$ cat src/rtl/dmem_arbiter.sv
// dmem_arbiter: arbitrates a cpu and a debug/loader requester onto one single-port data memory.
// Latency: gnt in cycle N (same cycle as req), mem access N+1, ack + read data N+2; one access per 2 cycles.
// Backpressure: requesters hold req until gnt; a req dropped before gnt is discarded, no memory access.
// Ports: clock, reset (synchronous, active-high);
//        cpu_req/cpu_wren/cpu_addr/cpu_wdata in, cpu_gnt/cpu_ack/cpu_rdata out;
//        dbg_req/dbg_wren/dbg_lock/dbg_addr/dbg_wdata in, dbg_gnt/dbg_ack/dbg_rdata out;
//        mem_en/mem_wren/mem_addr/mem_wdata out, mem_rdata in (valid one cycle after a read mem_en).
// Build option: DMEM_ARB_RR_EN selects round-robin between requesters instead of fixed cpu priority.
module dmem_arbiter #(
  parameter int ADDR_W   = 12,
  parameter int DATA_W   = 16,
  parameter int LOCK_MAX = 64
) (
  input  logic              clock,
  input  logic              reset,
  input  logic              cpu_req,
  input  logic              cpu_wren,
  input  logic [ADDR_W-1:0] cpu_addr,
  input  logic [DATA_W-1:0] cpu_wdata,
  output logic              cpu_gnt,
  output logic              cpu_ack,
  output logic [DATA_W-1:0] cpu_rdata,
  input  logic              dbg_req,
  input  logic              dbg_wren,
  input  logic              dbg_lock,
  input  logic [ADDR_W-1:0] dbg_addr,
  input  logic [DATA_W-1:0] dbg_wdata,
  output logic              dbg_gnt,
  output logic              dbg_ack,
  output logic [DATA_W-1:0] dbg_rdata,
  output logic              mem_en,
  output logic              mem_wren,
  output logic [ADDR_W-1:0] mem_addr,
  output logic [DATA_W-1:0] mem_wdata,
  input  logic [DATA_W-1:0] mem_rdata
);

  localparam int               CNT_W    = $clog2(LOCK_MAX + 1);
  localparam logic [CNT_W-1:0] LOCK_TOP = CNT_W'(LOCK_MAX);

  typedef enum logic [1:0] {IDLE, ACCESS, RESP} state_t;

  state_t            state, state_nxt;
  logic              arb_ok;
  logic              gnt_cpu, gnt_dbg, gnt_any;
  logic              force_cpu, lock_hold, cpu_first;
  logic              resp_ok, rd_done;
  logic [CNT_W-1:0]  lock_cnt;
  logic              own_dbg;
  logic              cmd_wren;
  logic [ADDR_W-1:0] cmd_addr;
  logic [DATA_W-1:0] cmd_wdata;
  logic [DATA_W-1:0] cpu_rdata_q, dbg_rdata_q;

`ifdef DMEM_ARB_RR_EN
  // Remembers who won the last grant; reset value makes cpu win the first tie.
  logic last_dbg;
  always_ff @(posedge clock) begin
    if (reset)        last_dbg <= 1'b1;
    else if (gnt_any) last_dbg <= gnt_dbg;
  end
  assign cpu_first = last_dbg;
`else
  assign cpu_first = 1'b1;
`endif

  // Lock bookkeeping: once a locked dbg grant has been given (count non-zero), dbg keeps
  // winning while it requests with lock held, until LOCK_MAX grants force a cpu slot.
  assign force_cpu = cpu_req && (lock_cnt == LOCK_TOP);
  assign lock_hold = dbg_req && dbg_lock && (lock_cnt != '0);

  always_comb begin
    state_nxt = state;
    gnt_cpu   = 1'b0;
    gnt_dbg   = 1'b0;
    // Grants are suppressed while reset is high so a held request is taken the cycle after.
    arb_ok    = !reset && (state != ACCESS);
    if (arb_ok) begin
      if (force_cpu)                          gnt_cpu = 1'b1;
      else if (lock_hold)                     gnt_dbg = 1'b1;
      else if (cpu_req && (!dbg_req || cpu_first)) gnt_cpu = 1'b1;
      else if (dbg_req)                       gnt_dbg = 1'b1;
    end
    case (state)
      IDLE:    if (gnt_cpu || gnt_dbg) state_nxt = ACCESS;
      ACCESS:  state_nxt = RESP;
      RESP:    state_nxt = (gnt_cpu || gnt_dbg) ? ACCESS : IDLE;
      default: state_nxt = IDLE;
    endcase
  end

  assign gnt_any = gnt_cpu || gnt_dbg;
  assign resp_ok = !reset && (state == RESP);
  assign rd_done = resp_ok && !cmd_wren;

  always_ff @(posedge clock) begin
    if (reset) begin
      state       <= IDLE;
      lock_cnt    <= '0;
      own_dbg     <= 1'b0;
      cmd_wren    <= 1'b0;
      cmd_addr    <= '0;
      cmd_wdata   <= '0;
      cpu_rdata_q <= '0;
      dbg_rdata_q <= '0;
    end else begin
      state <= state_nxt;
      if (gnt_any) begin
        own_dbg   <= gnt_dbg;
        cmd_wren  <= gnt_dbg ? dbg_wren  : cpu_wren;
        cmd_addr  <= gnt_dbg ? dbg_addr  : cpu_addr;
        cmd_wdata <= gnt_dbg ? dbg_wdata : cpu_wdata;
      end
      if (arb_ok) begin
        if (gnt_cpu || !dbg_lock)                   lock_cnt <= '0;
        else if (gnt_dbg && (lock_cnt != LOCK_TOP)) lock_cnt <= lock_cnt + 1'b1;
      end
      if (rd_done && !own_dbg) cpu_rdata_q <= mem_rdata;
      if (rd_done &&  own_dbg) dbg_rdata_q <= mem_rdata;
    end
  end

  assign cpu_gnt   = gnt_cpu;
  assign dbg_gnt   = gnt_dbg;
  assign cpu_ack   = resp_ok && !own_dbg;
  assign dbg_ack   = resp_ok &&  own_dbg;
  // Read data is forwarded in the ack cycle, then held in the register until the next read.
  assign cpu_rdata = (rd_done && !own_dbg) ? mem_rdata : cpu_rdata_q;
  assign dbg_rdata = (rd_done &&  own_dbg) ? mem_rdata : dbg_rdata_q;
  assign mem_en    = (state == ACCESS);
  assign mem_wren  = mem_en && cmd_wren;
  assign mem_addr  = cmd_addr;
  assign mem_wdata = cmd_wdata;

endmodule

$ cat config.mk
export PLATFORM = sky130hd
export DESIGN_NAME = dmem_arbiter
export DESIGN_NICKNAME = d
export VERILOG_FILES = /design/src/rtl/dmem_arbiter.sv
export SDC_FILE = /design/constraint.sdc
export NUM_CORES = 1
export LEC_CHECK = 0
export CAP_MARGIN = 10
export CORE_MARGIN = 8
export CORE_UTILIZATION = 25
export DETAILED_ROUTE_END_ITERATION = 12
export SYNTH_ARGS = -nofsm -noshare
export SYNTH_HDL_FRONTEND = slang
export SYNTH_SLANG_ARGS = --single-unit
$ cat constraint.sdc
create_clock -name clock -period 4.6 [get_ports clock]
set_input_delay 0.92 -clock clock [delete_from_list [all_inputs] [get_ports clock]]
set_output_delay 0.92 -clock clock [all_outputs]
set_load 0.01 [all_outputs]
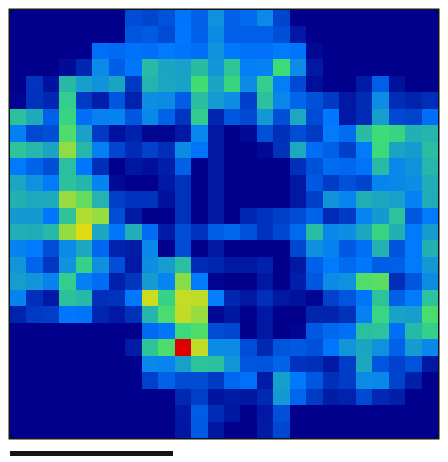
run_1/wire_density.png
Scale bar: 50 um. 26 x 26 tiles, from dark blue (low) to red (high), scaled to the fullest tile. Values are wire area over tile area, all layers added.
28% of the tiles are nearly empty. The mean over all tiles is 0.096. The emptiest ninth of the die: bottom left. 3.4% of the tiles are over half the peak. The fullest tile reaches 0.56.

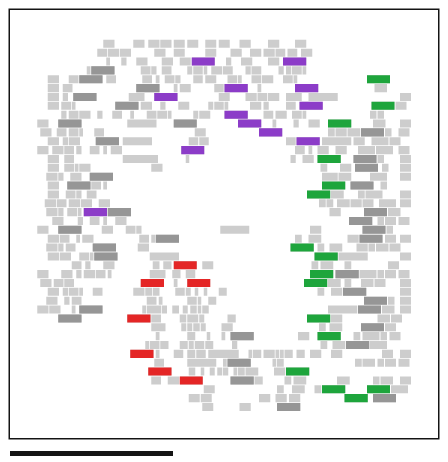
run_1/registers.png
Scale bar: 50 um. Other sequential cells in the stronger gray, the rest of the logic in the fainter gray.
Green shows cpu_rdata_q, placed flops 16. Red shows lock_cnt, placed flops 7. Purple shows mem_addr, placed flops 12, where top middle.

==> impl_metrics.csv, run 1 <==
group,metric,value,unit
worst_setup_path,arrival,3100,ps
timing,slew_viol_final,0,
layout,bufAreaShareNonClock,28.42,%
synth,top_area_cell,"dfxtp_1",
timing,finalSetupViolCount,0,
power_and_ir_drop,combPwrFrac,16.0,%
layout,top_area_cell_class,"logic gates",
placement,place_area,4940,sq um
cts,path_clk_slew,50,ps
timing,period_used_share,87.44,%
cts,cts_made_buffers,9,
die,die_h,131.4,um
synth,netlist_instances,346,
synth,ff_type,"dfxtp_1",
layout,nClkBuffers,13,
synth,yosys.area.top_type_share,42.67,%
routing,ant_nets,0,
worst_setup_path,crit_path_max_fanout,16,
power_and_ir_drop,net-switching-power,0.3773,mW
die,die_area,17270,sq um
power_and_ir_drop,power.group.top,"clock",
power_and_ir_drop,pg_seq,0.658,mW
synth,ys_sh_adder,0.7513,%
routing,maxUsedRoutingLayer,"met4",
cts,clock_sinks,71,
layout,seqCellArea,1421,sq um
timing,grt_setup_unrepaired,"no",
timing,final.setup.tns,0,ps
power_and_ir_drop,pwr-share-clk,44.0,%
die,ioPinCount,145,
timing,worst_pin_slew,621.3,ps
global_route,grt_pass1_wl,16.60,mm
worst_setup_path,crit_top_cell,"clkdlybuf4s50_1",
timing,setup_ws,577.6,ps
layout,logic_gate_count,238,
cts,post_cts_buffers,0,
worst_setup_path,timing.rr.end,"mem_wdata[0]$_SDFFE_PP0P_",
worst_setup_path,path_cells,"clkdlybuf4s50_1 -> or3b_4 -> or3_1 -> buf_4 -> mux2_4 -> clkdlybuf4s50_1",
routing,drc_errors,0,
cts,clk-insertion-delay-late,330,ps
power_and_ir_drop,seqPwrFrac,40.0,%
synth,async_reset_ff_share,0,%
power_and_ir_drop,p_comb,0.263,mW
layout,signal_buffers,151,
status,status,"completed",
layout,fillerInstances,1339,
die,die_w,131.4,um
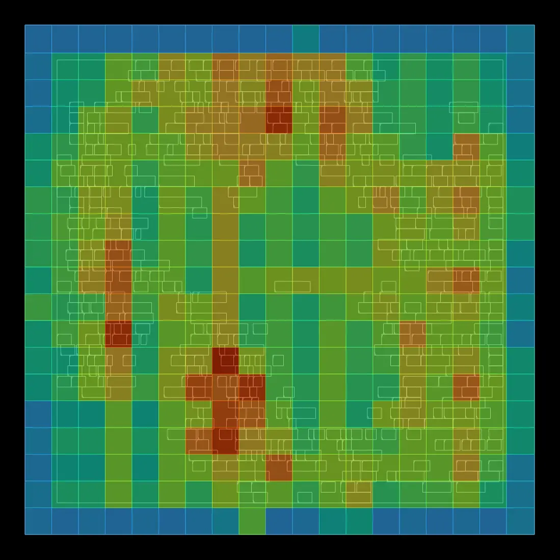
run_1/final_congestion.png
GRT Util Overall: 11.75%
gr busiest metal: met2
post-DR wirelength/cell: 15.24 um

[run 1: placed cells by master (no fill, tap or decap), types with 5 or more instances in the layout]
cell	synthesis	routed
and2_1	33	33
mux2_4	10	10
buf_4	1	7
o21ai_0	30	30
or3b_2	29	29
inv_1	8	8
a311oi_1	31	31
clkbuf_16	0	9
nor3_1	6	5
clkdlybuf4s50_1	0	144
mux2_2	22	22
dfxtp_1	71	71
nor2_1	36	36
[run 1: cells by family after synthesis]
family          Yosys count
mux                      33
buf+inv                  37
compound gates           78
xor+xnor                  1
simple gates            124
fa+ha+maj                 2
flops                    71
[run 1: metrics by stage]
stage	cells	power [mW]
global placement	645	0.9353
CTS	660	1.680
global route	660	1.730
finish	660	1.646
floorplan	346	0.7811
detailed placement	645	0.9379
[run 1: state kept, by name (all words and copies together) (netlist names)]
signal and flops:
lock_cnt 7, mem_wdata 16, cmd_wren 1, cpu_rdata_q 16
state 2, own_dbg 1, dbg_rdata_q 16, mem_addr 12
[run 1: synthesized netlist by cell type (all sizes together), types with 3 or more instances]
| cell type | count |
|---|---|
| a21oi | 4 |
| a311oi | 31 |
| and2 | 33 |
| and3 | 3 |
| buf | 6 |
| clkbuf | 22 |
| dfxtp | 71 |
| inv | 8 |
| mux2 | 32 |
| nand2 | 3 |
| nor2 | 36 |
| nor3 | 7 |
| o2111ai | 4 |
| o21ai | 30 |
| or3b | 30 |
[run 1: worst max path at each step]
stage,end,startpoint,cells past startpoint
detailed placement,dbg_rdata[13],reset,6
floorplan,cpu_rdata[10],reset,4
global route,dbg_rdata[10],reset,6
global placement,dbg_rdata[10],reset,6
CTS,dbg_rdata[13],reset,6
finish,dbg_rdata[11],reset,6
--- run 2 (diff from run 1) ---
- REMOVE_ABC_BUFFERS: default -> 1
==> run 2 against run 1 <==
  * First-iteration DRC count shrank 14%
  * Synthesized cell count is the same
  * Clock skew shrank 1.2 ps
  * Power shrank 2.8%
  * Sequential power is essentially flat
  * Worst hold slack gained 3.0 ps
  * Core utilization shrank 0.25 points
==> impl_metrics.csv, run 2 <==
group,metric,value,unit
status,status,"completed",
timing,setup_ws,613.9,ps
routing,ant_nets,0,
run,maxCapViolCount,0,
timing,grt_setup_unrepaired,"no",
placement,place_area,4935,sq um
timing,whs,464.7,ps
die,ioPinCount,145,
routing,routedWlPerCell,15.66,um
die,die_area,17270,sq um
global_route,grt_pass1_wl,17.03,mm
timing,period_used_share,86.65,%
power_and_ir_drop,seqPwrFrac,41.1,%
layout,fillerInstances,1348,
timing,finalSetupViolCount,0,
synth,ff_type,"dfxtp_1",
synth,async_reset_ff_share,0,%
synth,yosys.area.top_type_share,42.67,%
layout,final_cells,661,
cts,post_cts_buffers,0,
power_and_ir_drop,combPwrFrac,16.5,%
synth,top_area_cell,"dfxtp_1",
power_and_ir_drop,power.total,1.599,mW
routing,drc_errors,0,
placement,dp.cells,645,
global_route,grt_usage,12.11,%
layout,lay_top_cells,"clkdlybuf4s50_1 (143), dfxtp_1 (71), nor2_1 (36)",
synth,common_cells,"dfxtp_1 (71), nor2_1 (36), and2_1 (33)",
cts,path_clk_slew,50,ps
timing,worst_pin_slew,885.9,ps
die,die_w,131.4,um
cts,clock_sinks,71,
die,die_h,131.4,um
timing,slew_viol_final,0,
layout,mostFrequentLayoutCell,"clkdlybuf4s50_1",
worst_setup_path,crit_path_max_fanout,16,
layout,stdcell_area,5225,sq um
synth,most_common_cell,"dfxtp_1",
cts,clk-insertion-delay-late,330,ps
worst_setup_path,arrival,3070,ps
power_and_ir_drop,net-switching-power,0.3889,mW
cts,cts_made_buffers,9,
routing,maxUsedRoutingLayer,"met4",
[run 2: cell count changes in the layout (fill, tap and decap cells not counted), sizes merged]
cell	change
buf	+1
clkdlybuf4s50	-1
clkbuf	-3
clkinv	+4
[run 2: logic make-up (layout without fill, tap and decap cells)]
| group | after synthesis | after routing | synth area share, % |
|---|---|---|---|
| mux | 33 | 33 | 12.25 |
| flops | 71 | 71 | 42.67 |
| fa+ha+maj | 2 | 2 | 0.7512 |
| buf+inv | 37 | 176 | 4.846 |
| compound gates | 78 | 78 | 16.45 |
| simple gates | 124 | 124 | 22.77 |
| xor+xnor | 1 | 1 | 0.2630 |
[run 2: final cells by class]
class | instances | area, sq um | share of cell area [%]
clock buffer | 10 | 229.0 | 4.382
timing repair buffer | 151 | 1489 | 28.50
sequential | 71 | 1421 | 27.20
clock inverter | 6 | 61.31 | 1.173
multi-input combinational | 238 | 1770 | 33.88
inverter | 9 | 33.78 | 0.6466
tap | 176 | 220.2 | 4.215
[run 2: worst max path at each step]
stage / endpoint / slack, ps
final: dbg_rdata[6] / 610
after detailed placement: dbg_rdata[6] / 590
after global routing: dbg_rdata[10] / 530
after floorplan: cmd_wren$_SDFFE_PP0P_ / 180
after CTS: dbg_rdata[6] / 600
after global placement: dbg_rdata[1] / 620
[run 2: critical path: stages]
cell	delay, ps
buf_2	130
or3b_4	400
or3_1	690
mux2_4	440
clkdlybuf4s50_1	490
[run 2: power by group through the flow]
stage | Combinational (mW) | Sequential [mW] | Clock (mW)
CTS | 0.269 | 0.658 | 0.702
finish | 0.264 | 0.657 | 0.678
detailed placement | 0.268 | 0.671 | 0
global route | 0.291 | 0.661 | 0.731
global placement | 0.265 | 0.670 | 0
floorplan | 0.0937 | 0.679 | 0
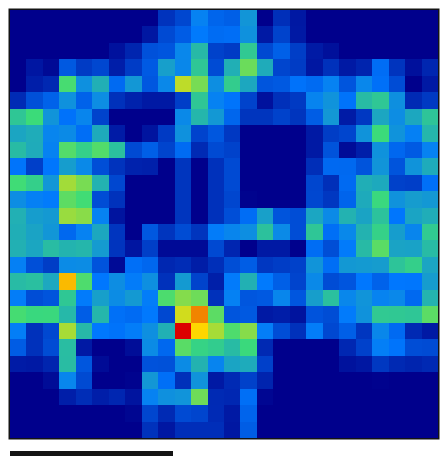
run_2/wire_density.png
Scale bar: 50 um. 26 x 26 tiles, from dark blue (low) to red (high), scaled to the fullest tile. Values are wire area over tile area, all layers added.
The emptiest ninth of the die: bottom right. 4.7% of the tiles are over half the peak. The fullest tile reaches 0.54. The mean over all tiles is 0.099.

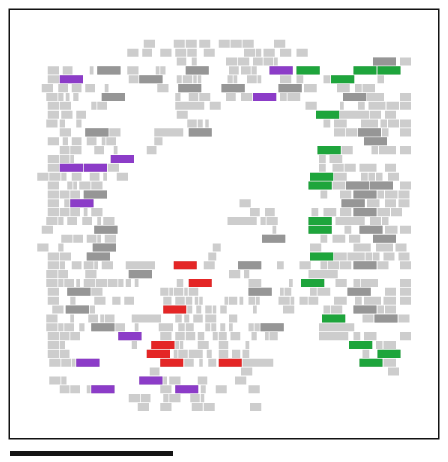
run_2/registers.png
Scale bar: 50 um. Other sequential cells in the stronger gray, the rest of the logic in the fainter gray.
Red shows lock_cnt, placed flops 7, where bottom middle. Green shows cpu_rdata_q, placed flops 16. Purple shows mem_addr, placed flops 12.
Another 36 sequential cells are not colored.

--- run 3 (diff from run 2) ---
- CORE_ASPECT_RATIO: default -> 1.75
- SLEW_MARGIN: default -> 20
==> run 3 against run 2 <==
  * Clock-buffer cell count is the same
  * Clock skew grew 2.3 ps
  * Design area grew 0.14%
  * Sequential power is essentially flat
  * Highest routed layer unchanged
  * Critical endpoint is now dbg_rdata[10]
==> impl_metrics.csv, run 3 <==
group,metric,value,unit
worst_setup_path,cpPeakStageDelay,700,ps
synth,ff_type,"dfxtp_1",
synth,yosys_warnings,0,
routing,ant_nets,0,
run,maxCapViolCount,0,
timing,slew_headroom,39.88,%
placement,place_area,4925,sq um
worst_setup_path,crit_path_max_fanout,16,
synth,top_area_cell,"dfxtp_1",
timing,slew_viol_final,0,
layout,drive_gt1_share,18.39,%
power_and_ir_drop,internal-power,1.229,mW
timing,setup_ws,621.2,ps
synth,async_reset_ff_share,0,%
layout,fillerInstances,1295,
cts,clock_sinks,71,
cts,post_cts_buffers,0,
routing,vias,3000,
power_and_ir_drop,p_sw_share,24.68,%
global_route,grt_usage,11.61,%
timing,worst_pin_slew,901.7,ps
timing,finalClockSkew,6.514,ps
layout,stdcell_area,5233,sq um
synth,topCellsByArea,"dfxtp_1 (43%), a311oi_1 (8.2%), or3b_2 (7.6%), mux2_2 (7.4%), and2_1 (6.2%)",
synth,yosys.area.top_type_share,42.67,%
worst_setup_path,crit_buf_inv,2,
routing,postRouteWirelength,9.990,mm
layout,mostFrequentLayoutCell,"clkdlybuf4s50_1",
timing,grt_setup_unrepaired,"no",
synth,common_cells,"dfxtp_1 (71), nor2_1 (36), and2_1 (33)",
routing,routedWlPerCell,15.18,um
cts,cts_made_buffers,9,
worst_setup_path,crit_path_top_delay_cell,"or3_1",
cts,path_clk_slew,60,ps
placement,dp.cells,642,
power_and_ir_drop,seqPwrFrac,40.3,%
worst_setup_path,arrival,3060,ps
worst_setup_path,critPathLaunchType,"primary input",
cts,htreeDepth,3,
timing,final_hold_viol_count,0,
worst_setup_path,path_class,"in -> out",
timing,period_used_share,86.49,%
status,status,"completed",
worst_setup_path,path_cells,"buf_2 -> or3b_4 -> or3_1 -> mux2_4 -> clkdlybuf4s50_1",
die,ioPinCount,145,
cts,clk-insertion-delay-late,330,ps
synth,most_common_cell,"dfxtp_1",
layout,final_cells,658,
timing,finalSetupViolCount,0,
cts,cts_buffer_depth,2,
timing,whs,472.8,ps
power_and_ir_drop,combPwrFrac,16.1,%
routing,drc_errors,0,
global_route,grt_pass1_wl,15.84,mm
layout,lay_top_cells,"clkdlybuf4s50_1 (143), dfxtp_1 (71), nor2_1 (36)",
power_and_ir_drop,net-switching-power,0.4028,mW
synth,edf_count,0,
power_and_ir_drop,power.total,1.632,mW
timing,layout_min_cycle_time,3979,ps
worst_setup_path,cp_top_family,"simple AND/OR/NAND/NOR gates",
die,die_area,17420,sq um
die,die_w,103.3,um
die,die_h,168.7,um
run,warning_count,26,
synth,netlist_instances,346,
==> run 3: power by group through the flow <==
stage | registers (mW) | clock network [mW] | logic [mW]
after floorplan | 0.679 | 0 | 0.0937
after global placement | 0.670 | 0 | 0.264
after detailed placement | 0.670 | 0 | 0.266
after CTS | 0.657 | 0.740 | 0.267
after global routing | 0.660 | 0.763 | 0.287
final | 0.657 | 0.713 | 0.262
==> run 3: final timing paths <==
check / start / slack [ps] / to / depth (start not counted)
max reg2reg: lock_cnt[0]$_SDFFE_PP0P_ / 2420 / mem_addr[8]$_SDFFE_PP0P_ / 7
max: reset / 620 / dbg_rdata[10] / 5
min: state[0]$_SDFFE_PP0P_ / 470 / state[0]$_SDFFE_PP0P_ / 1
min reg2reg: state[0]$_SDFFE_PP0P_ / 470 / state[0]$_SDFFE_PP0P_ / 1
==> run 3: layout make-up <==
cell class,count,area (sq um),share of cell area [%]
repair buffers,150,1481,28.31
flip-flops and latches,71,1421,27.16
clock buffers,10,239.0,4.567
multi-input cells,238,1770,33.84
inverters,9,33.78,0.6456
well taps,174,217.7,4.161
clock inverters,6,68.82,1.315
==> run 3: per-layer routing <==
metal	vias up	track usage [%]	share of wire (%)
met1	1359	12.18	39
li1	1524	-	-
met2	106	19.66	50
met5	-	0	0
met3	11	5.060	9.1
met4	0	4.433	1.6
==> run 3: logic make-up after synthesis <==
family          after synthesis  share of synthesized area, %
simple gates                124                         22.77
buf+inv                      37                         4.846
compound gates               78                         16.45
flops                        71                         42.67
fa+ha+maj                     2                        0.7512
xor+xnor                      1                        0.2630
mux                          33                         12.25
==> run 3: worst reg2reg max path, stage by stage (launching register included) <==
cell and delay [ps]:
dfxtp_1 360, inv_1 80, ha_1 220, nor2b_1 150, and3_1 180, buf_4 270, or3b_2 520, a311oi_1 300
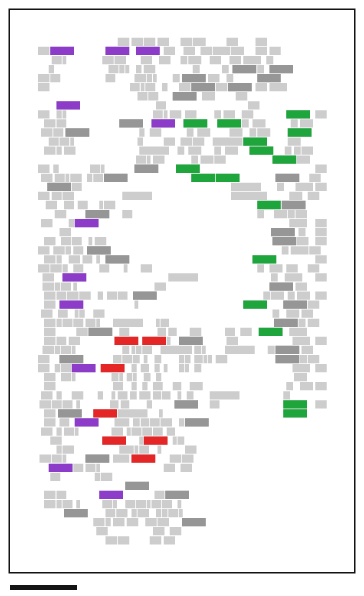
run_3/registers.png
Scale bar: 20 um. Other sequential cells in the stronger gray, the rest of the logic in the fainter gray.
Red shows lock_cnt, placed flops 7. Green shows cpu_rdata_q, placed flops 16. Purple shows mem_addr, placed flops 12.
Another 36 sequential cells are not colored.

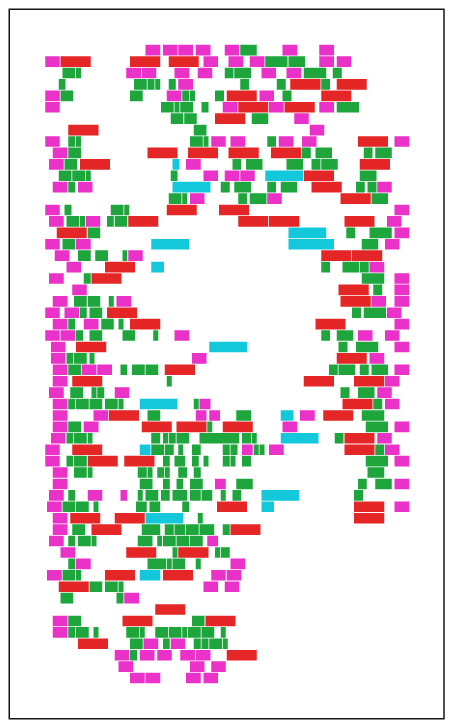
run_3/cell_classes.png
Green shows all other logic, cells 247, share of their area 36%. Magenta shows other buffers and delay cells, cells 150, share of their area 30%. Cyan shows clock drivers and dummy loads, cells 16, share of their area 6.1%. Red shows flops, cells 71, share of their area 28%.

Power figures rest on the tool's default switching activity, not on a simulated workload.
